File: config.mk
export PLATFORM = sky130hd
export DESIGN_NAME = iq_mod_flat
export DESIGN_NICKNAME = d
export VERILOG_FILES = /design/src/rtl/iq_mod_if.sv /design/src/rtl/iq_mod.sv /design/src/flat_wrapper.sv
export SDC_FILE = /design/constraint.sdc
export NUM_CORES = 1
export LEC_CHECK = 0
export CORE_MARGIN = 5
export CORE_UTILIZATION = 47
export CTS_CLUSTER_DIAMETER = 80
export DETAILED_ROUTE_END_ITERATION = 16
export HOLD_SLACK_MARGIN = 0.02
export PLACE_DENSITY = 0.7
export SKIP_CTS_REPAIR_TIMING = 1
export SLEW_MARGIN = 20
export SYNTH_ARGS = -nofsm -noshare
export SYNTH_HDL_FRONTEND = slang
export SYNTH_SLANG_ARGS = --single-unit
File: constraint.sdc
create_clock -name clk -period 1.6 [get_ports clk]
set_input_delay 0.32 -clock clk [delete_from_list [all_inputs] [get_ports clk]]
set_output_delay 0.32 -clock clk [all_outputs]
set_load 0.01 [all_outputs]
File: src/rtl/iq_mod_if.sv
// iq_mod_if: chip-pair handshake between the chip spreader and the I/Q modulator.
//   chip_valid : chip pair on chip_data is valid (master -> slave)
//   chip_data  : [1] = I chip, [0] = Q chip; 1 -> +1, 0 -> -1 (master -> slave)
//   chip_ready : slave can accept a chip pair this clock (slave -> master)
interface iq_mod_if;
    logic       chip_valid;
    logic [1:0] chip_data;
    logic       chip_ready;

    modport master (output chip_valid, output chip_data, input chip_ready);
    modport slave  (input chip_valid, input chip_data, output chip_ready);
endinterface

File: src/rtl/iq_mod.sv
// iq_mod: O-QPSK transmit I/Q modulator.
// Takes one (I, Q) chip pair per chip period, delays Q by half a chip, mixes both
// rails with a 4-phase quadrature LO (cos = +1,0,-1,0; sin = 0,+1,0,-1) and emits
// one 2-bit signed sample per clock (01 = +1, 00 = 0, 11 = -1).
//
// Ports:
//   clk       : main clock
//   resetn    : synchronous reset, active-high
//   bus       : iq_mod_if.slave chip handshake (chip_valid/chip_data/chip_ready)
//   tx_out    : registered modulated sample, 00 while idle
//   tx_active : high while transmitting
//   underrun  : one-clock pulse when a chip boundary finds no chip buffered
//   lo_cos_out, lo_sin_out : registered LO values, only when IQ_MOD_LO_OUT_EN is defined
//
// Configuration macro: IQ_MOD_LO_OUT_EN adds the LO output ports.
module iq_mod #(
    parameter int SAMPLES_PER_PHASE = 5
) (
    input  logic       clk,
    input  logic       resetn,
    iq_mod_if.slave    bus,
    output logic [1:0] tx_out,
    output logic       tx_active,
    output logic       underrun
`ifdef IQ_MOD_LO_OUT_EN
    ,
    output logic [1:0] lo_cos_out,
    output logic [1:0] lo_sin_out
`endif
);

    localparam int CNT_W = (SAMPLES_PER_PHASE > 1) ? $clog2(SAMPLES_PER_PHASE) : 1;
    localparam logic [CNT_W-1:0] CNT_MAX = CNT_W'(SAMPLES_PER_PHASE - 1);

    typedef enum logic {IDLE, RUN} state_t;

    state_t           state;
    logic [CNT_W-1:0] cnt;
    logic [1:0]       phase;
    logic             buf_valid, buf_i, buf_q;
    logic             i_reg, q_reg, q_next;
    logic             cnt_wrap, boundary, load_now, accept;

    function automatic logic [1:0] enc(input logic b);
        return b ? 2'b01 : 2'b11;
    endfunction

    // tx = I*cos + Q*sin, evaluated for the phase the sample will be shown in.
    function automatic logic [1:0] mix(input logic [1:0] ph, input logic i, input logic q);
        case (ph)
            2'd0:    return enc(i);
            2'd1:    return enc(q);
            2'd2:    return enc(!i);
            default: return enc(!q);
        endcase
    endfunction

`ifdef IQ_MOD_LO_OUT_EN
    function automatic logic [1:0] lo_cos(input logic [1:0] ph);
        case (ph)
            2'd0:    return 2'b01;
            2'd2:    return 2'b11;
            default: return 2'b00;
        endcase
    endfunction

    function automatic logic [1:0] lo_sin(input logic [1:0] ph);
        case (ph)
            2'd1:    return 2'b01;
            2'd3:    return 2'b11;
            default: return 2'b00;
        endcase
    endfunction
`endif

    assign cnt_wrap = (state == RUN) && (cnt == CNT_MAX);
    assign boundary = cnt_wrap && (phase == 2'd3);
    // The buffer is drained into the rails either on leaving IDLE or at a chip boundary.
    assign load_now = buf_valid && ((state == IDLE) || boundary);
    assign bus.chip_ready = !buf_valid || load_now;
    assign accept = bus.chip_valid && bus.chip_ready;

    // Outputs are computed from the values the state registers take at this edge,
    // so tx_out always matches the phase/rails currently held.
    always_ff @(posedge clk) begin
        if (resetn) begin
            state     <= IDLE;
            cnt       <= '0;
            phase     <= 2'd0;
            buf_valid <= 1'b0;
            buf_i     <= 1'b0;
            buf_q     <= 1'b0;
            i_reg     <= 1'b0;
            q_reg     <= 1'b0;
            q_next    <= 1'b0;
            tx_out    <= 2'b00;
            tx_active <= 1'b0;
            underrun  <= 1'b0;
`ifdef IQ_MOD_LO_OUT_EN
            lo_cos_out <= 2'b00;
            lo_sin_out <= 2'b00;
`endif
        end else begin
            underrun <= 1'b0;

            // Accept wins over drain so a same-clock refill keeps the buffer full.
            if (accept) begin
                buf_valid <= 1'b1;
                buf_i     <= bus.chip_data[1];
                buf_q     <= bus.chip_data[0];
            end else if (load_now) begin
                buf_valid <= 1'b0;
            end

            case (state)
                IDLE: begin
                    if (buf_valid) begin
                        // First chip: no previous Q half-symbol, so both Q registers start aligned.
                        i_reg     <= buf_i;
                        q_reg     <= buf_q;
                        q_next    <= buf_q;
                        state     <= RUN;
                        tx_active <= 1'b1;
                        cnt       <= '0;
                        phase     <= 2'd0;
                        tx_out    <= mix(2'd0, buf_i, buf_q);
`ifdef IQ_MOD_LO_OUT_EN
                        lo_cos_out <= lo_cos(2'd0);
                        lo_sin_out <= lo_sin(2'd0);
`endif
                    end
                end
                RUN: begin
                    if (!cnt_wrap) begin
                        cnt <= cnt + 1'b1;
                    end else begin
                        cnt <= '0;
                        if (phase == 2'd3) begin
                            phase <= 2'd0;
                            if (buf_valid) begin
                                // New Q waits in q_next until mid-chip (half-chip offset).
                                i_reg  <= buf_i;
                                q_next <= buf_q;
                                tx_out <= mix(2'd0, buf_i, q_reg);
`ifdef IQ_MOD_LO_OUT_EN
                                lo_cos_out <= lo_cos(2'd0);
                                lo_sin_out <= lo_sin(2'd0);
`endif
                            end else begin
                                // Underrun truncates the pending Q half-symbol.
                                state     <= IDLE;
                                tx_active <= 1'b0;
                                underrun  <= 1'b1;
                                tx_out    <= 2'b00;
`ifdef IQ_MOD_LO_OUT_EN
                                lo_cos_out <= 2'b00;
                                lo_sin_out <= 2'b00;
`endif
                            end
                        end else begin
                            phase <= phase + 2'd1;
                            if (phase == 2'd1) begin
                                q_reg  <= q_next;
                                tx_out <= mix(2'd2, i_reg, q_next);
                            end else begin
                                tx_out <= mix(phase + 2'd1, i_reg, q_reg);
                            end
`ifdef IQ_MOD_LO_OUT_EN
                            lo_cos_out <= lo_cos(phase + 2'd1);
                            lo_sin_out <= lo_sin(phase + 2'd1);
`endif
                        end
                    end
                end
                default: state <= IDLE;
            endcase
        end
    end

endmodule

File: src/flat_wrapper.sv
// flat-port wrapper written by rule: the top's interface ports become plain ports
module iq_mod_flat 
#(
    parameter int SAMPLES_PER_PHASE = 5
)
  (clk, resetn, tx_out, tx_active, underrun, bus_chip_valid, bus_chip_data, bus_chip_ready);
  iq_mod_if bus_i ();
  input  logic clk;
  input  logic resetn;
  output logic [1:0] tx_out;
  output logic tx_active;
  output logic underrun;
  input wire logic [$bits(bus_i.chip_valid)-1:0] bus_chip_valid;
  input wire logic [$bits(bus_i.chip_data)-1:0] bus_chip_data;
  output wire logic [$bits(bus_i.chip_ready)-1:0] bus_chip_ready;
  assign bus_i.chip_valid = bus_chip_valid;
  assign bus_i.chip_data = bus_chip_data;
  assign bus_chip_ready = bus_i.chip_ready;
  iq_mod #(.SAMPLES_PER_PHASE(SAMPLES_PER_PHASE)) u_core (.clk(clk), .resetn(resetn), .bus(bus_i), .tx_out(tx_out), .tx_active(tx_active), .underrun(underrun));
endmodule
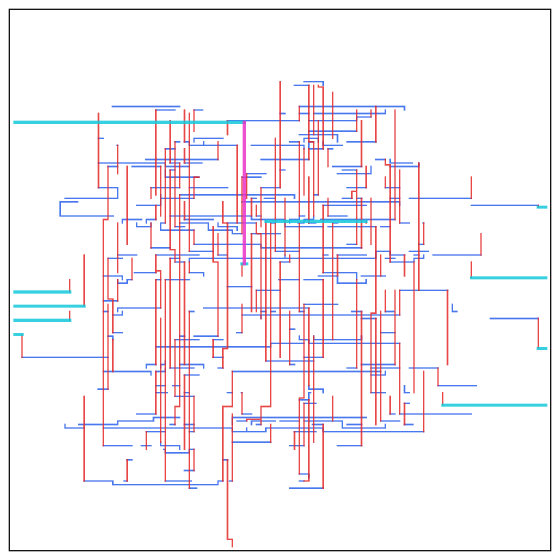
(run_1/metal_stack.png)
[met4] magenta | wire length: 13.6 µm
[met1] blue | wire length: 685 µm
[met2] red | wire length: 826 µm
[met3] cyan | wire length: 68.4 µm

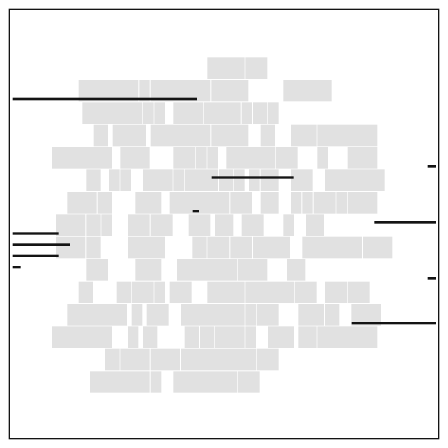
(run_1/met3.png)
Cells faint in the background.
nets with wire on the layer: 10
longest straight run: 22.1 µm

==> notes.md, run 1 <==
Summary of implementation figures.

Layout
The layout summary lists the proportion of cells stronger than drive strength 1 as 0.284. ~64 cells are multi-input combinational gates. In the finished layout, the clock tree contains a buffer count of 3.

Per the layout report, the design carries roughly 140 filler cells. The proportion of cell area spent on the clock network is 0.0206. The total area of sequential cells is ~320 µm². The post-route cell area is approximately 0.0011 mm².

The flip-flop count of the largest register, all copies and words added is 3.

Yosys
By area the synthesized netlist is led by dfxtp_1 39%, ha_1 12%, mux2i_1 4.8%. The predominant post-synthesis flop cell is dfxtp_1. The post-synthesis cell count is about 91. Yosys reported a register bit count of 16.

Pwr
The share of power burned in the clock network is 0.245. The cell internal power dissipation is about 0.6 mW.

Setup path
The timing report attributes the biggest portion of critical-path delay to flip-flops. The critical path maximum fanout is 3.

Floorplanning
10 I/O pins were placed. In this run the vertical extent of the chip is 52.0 µm. The area of the placeable core is 0.00171 mm². The number of cell rows is 15.

Clock network
The clock insertion delay at the later pin of the skew report is around 270 ps. The number of CTS-inserted buffers is 3. The buffer depth of the longest clock path is 2. TritonCTS built the clock tree.

Global routing
The largest net degree at the start of global routing is 11. The via count of the first global-routing pass is just under 700.

Placed design
The HPWL after detailed placement is about 1300 µm.

Timing
Per the final timing report, the hold violations number 0. Per the slew report, the remaining headroom to the max-slew limit stands at 0.842.

Detailed routing
In the routed layout, each cell is associated on average with a via count of between 4 and 5.

Status
The run finished with clean final reports.
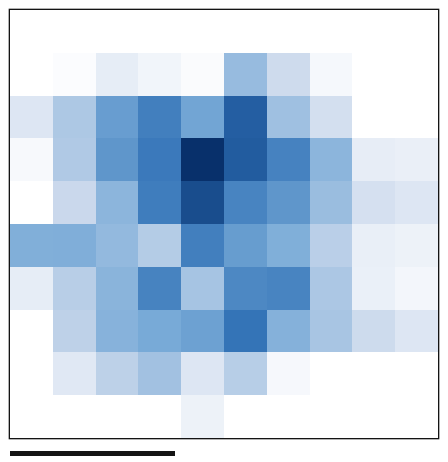
(run_1/wire_density.png)
Bar = 20 µm. 10 x 10 tiles, from white (low) to dark blue (high), scaled to the fullest tile. Values are wire area over tile area, all layers added.
nearly empty tiles: 31%
mean over tiles: 0.092
emptiest ninth of the die: upper right

## run 1: path summary, 6_finish.rpt
check / start / cells after the start / to / slack [ps]
min: u_core.buf_q / 2 / u_core.buf_q / 480
max reg2reg: u_core.phase[1] / 7 / u_core.tx_out[1] / 130
max: u_core.cnt[0] / 5 / bus_chip_ready / 100
min reg2reg: u_core.buf_q / 2 / u_core.buf_q / 480
## run 1: cell usage in the layout (no fill, tap or decap), drive strengths merged
master / n
xnor2: 1
o21ai: 2
nand2b: 1
inv: 8
nor2: 7
nor2b: 2
a31o: 1
a21bo: 1
a311oi: 1
a21o: 1
buf: 16
a32oi: 1
ha: 8
nor3: 3
and2: 1
mux2i: 4
dfxtp: 16
o41ai: 1
nand3b: 1
nor4: 1
clkdlybuf4s50: 8
mux2: 2
xor2: 1
nand3: 5
clkbuf: 4
nand2: 10
a211oi: 1
a21oi: 8
## run 1: per-layer routing
metal	wire length [µm]	GRT usage	vias up
met1	684	0.138	328
met4	13	0.0524	0
met5	0	0	-
li1	-	-	361
met2	826	0.262	11
met3	68	0.0372	2
## run 1: power by group through the flow
stage | Combinational, mW | Clock [mW] | Sequential (mW)
6_report | 0.185 | 0.200 | 0.434
5_1_grt | 0.201 | 0.237 | 0.437
4_1_cts | 0.177 | 0.213 | 0.433
3_5_place_dp | 0.176 | 0 | 0.442
3_3_place_gp | 0.172 | 0 | 0.441
2_1_floorplan | 0.0934 | 0 | 0.449
## run 1: cell families after synthesis
logic type | Yosys count | share of synthesized area
simple gates | 31 | 0.176
compound gates | 17 | 0.160
buf+inv | 11 | 0.0590
mux | 6 | 0.0756
fa+ha+maj | 8 | 0.121
xor+xnor | 2 | 0.0212
flops | 16 | 0.387
==> run_1/clock_map.png <==
Bar = 20 µm.
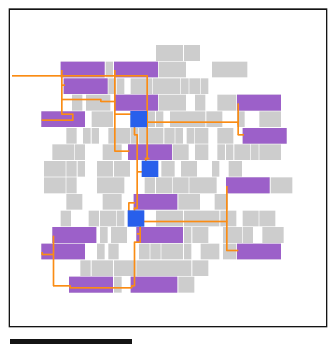

==> run 2, diff against run 1 <==
--- a/config.mk
+++ b/config.mk
@@ -6,11 +6,12 @@
 export NUM_CORES = 1
 export LEC_CHECK = 0
 export CORE_MARGIN = 5
-export CORE_UTILIZATION = 47
+export CORE_UTILIZATION = 50
+export CTS_BUF_LIST = sky130_fd_sc_hd__clkbuf_8
 export CTS_CLUSTER_DIAMETER = 80
 export DETAILED_ROUTE_END_ITERATION = 16
 export HOLD_SLACK_MARGIN = 0.02
-export PLACE_DENSITY = 0.7
+export PLACE_DENSITY_LB_ADDON = 0.05
 export SKIP_CTS_REPAIR_TIMING = 1
 export SLEW_MARGIN = 20
 export SYNTH_ARGS = -nofsm -noshare
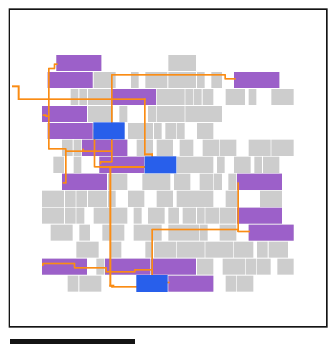
(run_2/clock_map.png)
Bar = 20 µm.
[cells driving clock nets] blue | count: 3
[flip-flops] purple | count: 16
[clock wires] orange | length: 202 µm
routed clock nets: 4

==> run 2 against run 1 <==
Effect of this change:
- routed wire length down 3.6%
- critical path type unchanged
- highest routed layer unchanged
- sequential power about the same
- register-to-register slack better by 20 ps
- first-iteration DRC count unchanged
- largest power group unchanged
- flip-flop count unchanged
- synthesized cell count unchanged
- largest cell class unchanged
==> notes.md, run 2 <==
Summary of implementation figures.

Placed design
The HPWL after detailed placement was 1240 µm (-3.8%).

Floorplanning
The top-level port count was 10 (unchanged). The die span in y is 50.7 µm (-2.5%). The number of cell rows is 14 (-1).

Layout
The post-route cell area is 0.00110 mm² (+0.34%). The flip-flop count of the largest register, all copies and words added is 3 (unchanged). Ranking logic cells in the layout by count gives the top entries 16 x dfxtp_1, 15 x buf_4, 9 x nand2_1. The layout cell share with drive strength beyond 1 is 0.267 (-0.0172).

Yosys
Sorting the synthesized cells by area gives the leading types as dfxtp_1 39%, ha_1 12%, mux2i_1 4.8%. The post-synthesis cell count was 91 (unchanged). The commonest register cell is dfxtp_1.

Clock network
The clock insertion delay at the later pin of the skew report came to 250 ps (-20 ps). The number of CTS-inserted buffers is 3 (unchanged). TritonCTS built the clock tree. The buffer depth of the longest clock path is 2 (unchanged).

Global routing
The met2 routing resource usage after global routing came to 0.227 (-0.0342). The via count of the first global-routing pass is 635 (-8.2%). The peak-usage layer in the global routing report is met2. The global-route met1 utilization is 0.150 (+0.0128).

Detailed routing
The ratio of routed vias to standard cells is 5.32 (+6.8%).

Timing
The relative max-transition margin came to 0.858 (+0.0161). The number of failing hold endpoints at the final stage is 0 (unchanged).

Pwr
The cell internal power dissipation came to 0.734 mW (+21%). The share of power burned in the clock network came to 0.370 (+0.125).

Status
The flow ran to the end, and the final reports show no timing, DRC or antenna violations.

Setup path
The maximum fanout encountered on the critical timing path was 4 (+1).
[run 2: cell counts after synthesis]
Identical to the previous run, type by type.
[run 2: path summary, 6_finish.rpt]
path,from,endpoint,slack (ps),depth (start not counted)
min reg2reg,u_core.buf_q,u_core.buf_q,470,2
max,u_core.cnt[0],bus_chip_ready,70,5
min,u_core.buf_q,u_core.buf_q,470,2
max reg2reg,u_core.phase[1],u_core.tx_out[1],150,7
[run 2: final cells by class]
class,count,area [µm²]
clock buffers,4,55.1
fillers,120,443
repair buffers,24,198
flip-flops and latches,16,320
inverters,8,30.0
multi-input cells,64,475
well taps,16,20.0
[run 2: worst min-delay path, stage by stage, from the launching register on]
cell	delay (ps)
dfxtp_1	320
nand2_1	50
a21oi_1	50
[run 2: logic make-up after synthesis]
group / count (synthesis) / share of synthesized area
multiplexers: 6 / 0.0756
flip-flops: 16 / 0.387
adder cells (fa/ha/maj): 8 / 0.121
XOR/XNOR: 2 / 0.0212
buffers and inverters: 11 / 0.0590
AND-OR/OR-AND: 17 / 0.160
AND/OR/NAND/NOR: 31 / 0.176
[run 2: power by group through the flow]
| stage | logic (mW) | clock network, mW | registers, mW |
|---|---|---|---|
| 2_1_floorplan | 0.0934 | 0 | 0.449 |
| 3_3_place_gp | 0.171 | 0 | 0.442 |
| 3_5_place_dp | 0.175 | 0 | 0.443 |
| 4_1_cts | 0.176 | 0.363 | 0.434 |
| 5_1_grt | 0.193 | 0.387 | 0.438 |
| 6_report | 0.175 | 0.358 | 0.435 |
[run 2: routing by layer]
metal / part of all wire / up-vias
met5: 0 / -
met4: 0.018 / 0
met3: 0.050 / 4
met2: 0.47 / 12
met1: 0.46 / 327
li1: - / 359
==> run_2/met3.png <==
Cells faint in the background.
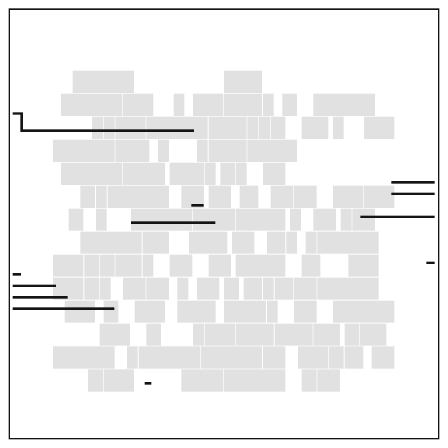

==> run 3, diff against run 2 <==
--- a/config.mk
+++ b/config.mk
@@ -6,8 +6,7 @@
 export NUM_CORES = 1
 export LEC_CHECK = 0
 export CORE_MARGIN = 5
-export CORE_UTILIZATION = 50
-export CTS_BUF_LIST = sky130_fd_sc_hd__clkbuf_8
+export CORE_UTILIZATION = 47
 export CTS_CLUSTER_DIAMETER = 80
 export DETAILED_ROUTE_END_ITERATION = 16
 export HOLD_SLACK_MARGIN = 0.02
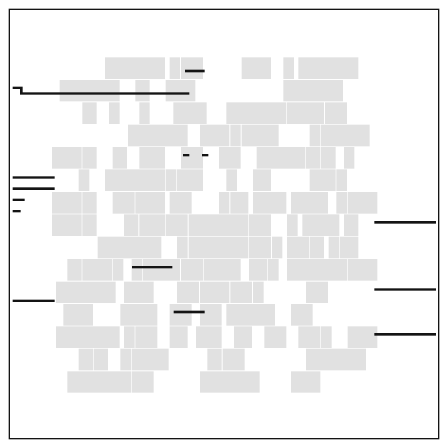
(run_3/met3.png)
Cells faint in the background.
nets with wire on the layer: 11
main direction: horizontal
share of all routed wire: 4.3%

==> run 3 against run 2 <==
Effect of this change:
- clock skew down 1.5 ps
- clock-buffer cell count down 1
- critical path depth unchanged
- combinational power up 3%
- area after synthesis unchanged
- total power down 14%
- sequential share of layout area up 0.61 points
- setup slack better by 40 ps
- largest cell class unchanged
==> notes.md, run 3 <==
Summary of implementation figures.

Status
The run finished with clean final reports.

Floorplanning
The top-level port count came to 10 (unchanged). The number of cell rows came to 15 (+1).

Clock network
The number of CTS-inserted buffers is 3 (unchanged). The TritonCTS clock tree is yes. The buffer depth of the longest clock path is 2 (unchanged).

Timing
The relative max-transition margin came to 0.848 (-0.00985). The final timing report lists clock skew as just over 2 ps. The number of failing hold endpoints at the final stage was 0 (unchanged).

Setup path
The worst setup path is launched from a register. The critical path is of the reg2out type. The maximum fanout encountered on the critical timing path is 2 (-2). The required time of the worst setup path is around 1300 ps.

Detailed routing
The via total after detailed routing is slightly below 700. The first-pass iteration count of the detailed router is 4. The ratio of routed vias to standard cells came to 4.82 (-9.5%).

Layout
The flip-flop count of the largest register, all copies and words added is 3 (unchanged). The layout cell share with drive strength beyond 1 is 0.302 (+0.0345). The post-route cell area is 0.00109 mm² (-0.91%).

Pwr
The cell internal power dissipation is 0.606 mW (-17%). The power per cell area is ~760 mW/mm². The share of power burned in the clock network was 0.258 (-0.112).

Yosys
The post-synthesis async set-or-reset flop share is 0. Post-synth the commonest register cell is dfxtp_1. The post-synthesis cell count is 91 (unchanged). The main area contributors are dfxtp_1 39%, ha_1 12%, mux2i_1 4.8%.

Global routing
The first global-routing pass estimated between 2000 and 3000 µm of wire.

Placed design
The post-placement cell count is between 100 and 150. The HPWL after detailed placement came to 1300 µm (+5.0%).
==> run 3: netlist changes by cell type in the layout (fill, tap and decap cells not counted), sizes merged <==
| cell | before | now |
|---|---|---|
| clkbuf | 5 | 3 |
| buf | 15 | 17 |
==> run 3: final cells by class <==
type                    instances  area [µm²]
multi-input cells              64         475
flip-flops and latches         16         324
fillers                       157         619
repair buffers                 25         205
inverters                       8        30.0
clock buffers                   3        22.5
well taps                      25        31.3
==> run 3: cells by family after synthesis <==
group                    count (synthesis)  synth area share
AND/OR/NAND/NOR                         31             0.176
AND-OR/OR-AND                           17             0.160
flip-flops                              16             0.387
buffers and inverters                   11            0.0590
adder cells (fa/ha/maj)                  8             0.121
multiplexers                             6            0.0756
XOR/XNOR                                 2            0.0212
==> run 3: final timing paths <==
kind	from	to	slack (ps)	cells past startpoint
hold reg to reg	u_core.buf_q	u_core.buf_q	480	2
setup / recovery	u_core.cnt[0]	bus_chip_ready	110	5
hold / removal	u_core.buf_q	u_core.buf_q	480	2
setup reg to reg	u_core.cnt[0]	u_core.q_reg	150	7
==> run 3: critical path: stages (launching register included) <==
cell	delay, ps
dfxtp_2	330
inv_1	40
ha_1	210
nand3_2	80
nand3_2	80
buf_2	140
==> run 3: metal layers <==
| layer | GRT usage | share of wire |
|---|---|---|
| met5 | 0 | 0 |
| met4 | 0.0786 | 0.022 |
| met3 | 0.0344 | 0.043 |
| met2 | 0.224 | 0.44 |
| met1 | 0.184 | 0.50 |
==> run 3: power by group through the flow <==
stage	logic, mW	registers [mW]	clock network [mW]
6_report	0.180	0.436	0.215
4_1_cts	0.179	0.434	0.224
3_3_place_gp	0.174	0.443	0
5_1_grt	0.198	0.440	0.250
2_1_floorplan	0.0934	0.449	0
3_5_place_dp	0.178	0.444	0
Power and IR drop assume default switching activity.
